Design mdu_div32, sky130hd; sources not shown.
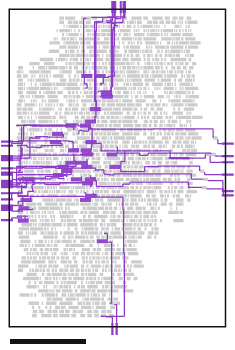
Figure 1: nets reached from selected ports.
Bar = 50 um.
purple -> `remainder`  # bits 32, direction output, edge 18 west, 6 east, 6 north, 2 south, end cells 32, buffers 32, wire 2210 um
IO buf count: 134
Top Ports: 135

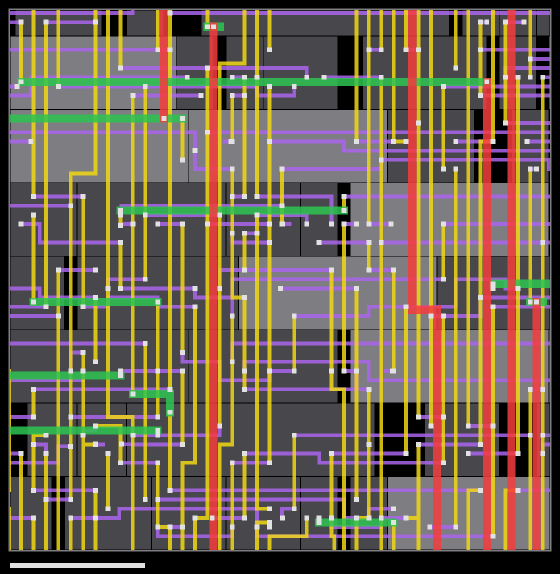
Figure 2: close-up of the layout.
Bar = 5 um. Region (61, 136) to (81, 156) um. Cells in gray, sequential cells in the stronger gray; small squares are vias.
red -> met4
green -> met3
yellow -> met2
purple -> met1
most frequent = dfxtp_1 (7), nor2_1 (5), a22oi_1 (4)
cells with their middle in the window = 32
sequential cells in the window = 7

==> qor.csv <==
metric,value,unit
first-pass GRT wire length,68300,um
largest net degree at the start of global routing,91,
clock transition at the registers of the reported paths,70,ps
Floorplan Nets,1875,
critical path class,register to register,
GRT overflow,0,
CTS max path bufs,3,
yosys stat area,14130,um2
Top Family by Delay on Critical Path,simple AND/OR/NAND/NOR gates,
Top Layout Cells,"247 x nand2_1, 235 x dfxtp_1, 171 x a21oi_1",
mean area per synthesized cell,8.004,um2
FP Core Util,53.55,%
cell type with the largest total area,dfxtp_1,
final worst slack,150.6,ps
register area share after synthesis,33.57,%
Storage cell area,4747,um2
Final Max Tran Viols,0,
status,"complete, no violations",
crit end category,register,
Least-Margin Pin Slew,1012,ps
DRC,0,
"Slowest-stage cell, CP",or3b_4,
Core Box Area,26400,um2
hold slack,310.6,ps
cell repeated most along the worst path,o2111ai_2,
drt via density,6.440,
Post-Syn Area,14130,um2
RSZ-0062 raised after global routing,yes,
Max-slew headroom,32.35,%
height of the die,208.0,um
clock root cell,clkbuf_16,
# rows,73,
Hold/Removal Path Class,register to register,
hold path depth,2,
pre-CTS setup slack,-36.89,ps
Critical Path Max Stage Delay,420,ps
Post-Syn Instances,1766,
initial DRC count,1439,
ratio of cells with drive above 1 in the final layout,10.05,%
CTS tree,done,
Switching Power,5.642,mW
maximum vdd drop,0.5626,mV
Main synth FF type,dfxtp_1,
Yosys top cell by instances,nand2_1,
Die Width,141.3,um
Fillers,2077,
Fin Setup TNS,0,ps
tool warnings,29,
vias in the first global route,13070,
Yosys cell types,92,
[final cells by class]
cell class | instances | area share (%)
clock buffers | 33 | 4.143
clock inverters | 6 | 0.5236
inverters | 60 | 1.457
multi-input cells | 1315 | 52.26
flip-flops and latches | 237 | 28.79
well taps | 337 | 2.557
repair buffers | 177 | 10.16
repair inverters | 2 | 0.1062
[kinds of logic after synthesis]
group / share of synthesized area (%)
compound gates: 23.26
xor+xnor: 8.365
fa+ha+maj: 3.682
buf+inv: 7.303
flops: 33.57
mux: 4.337
simple gates: 19.48
[tightest hold or removal path: stages, from the launching register on]
cell and delay, ps:
dfxtp_1 330, nand2_1 40, o21ai_0 50
[layer usage]
metal / GRT usage [%] / part of all wire [%] / vias up
met5: 0 / 0.024 / -
met4: 18.96 / 8.1 / 2
met3: 3.679 / 7.3 / 203
met2: 48.86 / 49 / 740
met1: 32.75 / 36 / 6647
li1: - / - / 6364
[power groups by stage]
| stage | logic [mW] | clock network, mW | registers, mW |
|---|---|---|---|
| 3_3_place_gp | 5.92 | 0 | 2.42 |
| 3_5_place_dp | 6.06 | 0 | 2.43 |
| 2_1_floorplan | 4.35 | 0 | 2.72 |
| 6_report | 7.31 | 1.71 | 2.41 |
| 5_1_grt | 7.67 | 1.78 | 2.45 |
| 4_1_cts | 6.43 | 1.71 | 2.40 |
[timing repair]
item                                    CTS  global route
setup buffers                             5            10
cloned                                    1             1
hold buffers                              0             0
resized                                  10            36
pin swaps                                 5            19
endpoints found under the setup margin   19            40
[through the flow]
stage / instances / utilization, % / instance area (um2)
after floorplan: 1766 / - / 14130
after global placement: 2111 / 58.08 / 15330
after detailed placement: 2111 / 58.08 / 15330
after CTS: 2156 / 61.41 / 16210
after global routing: 2167 / 62.47 / 16490
final: 2167 / 62.47 / 16490
Power is estimated from default activity; no workload was simulated.
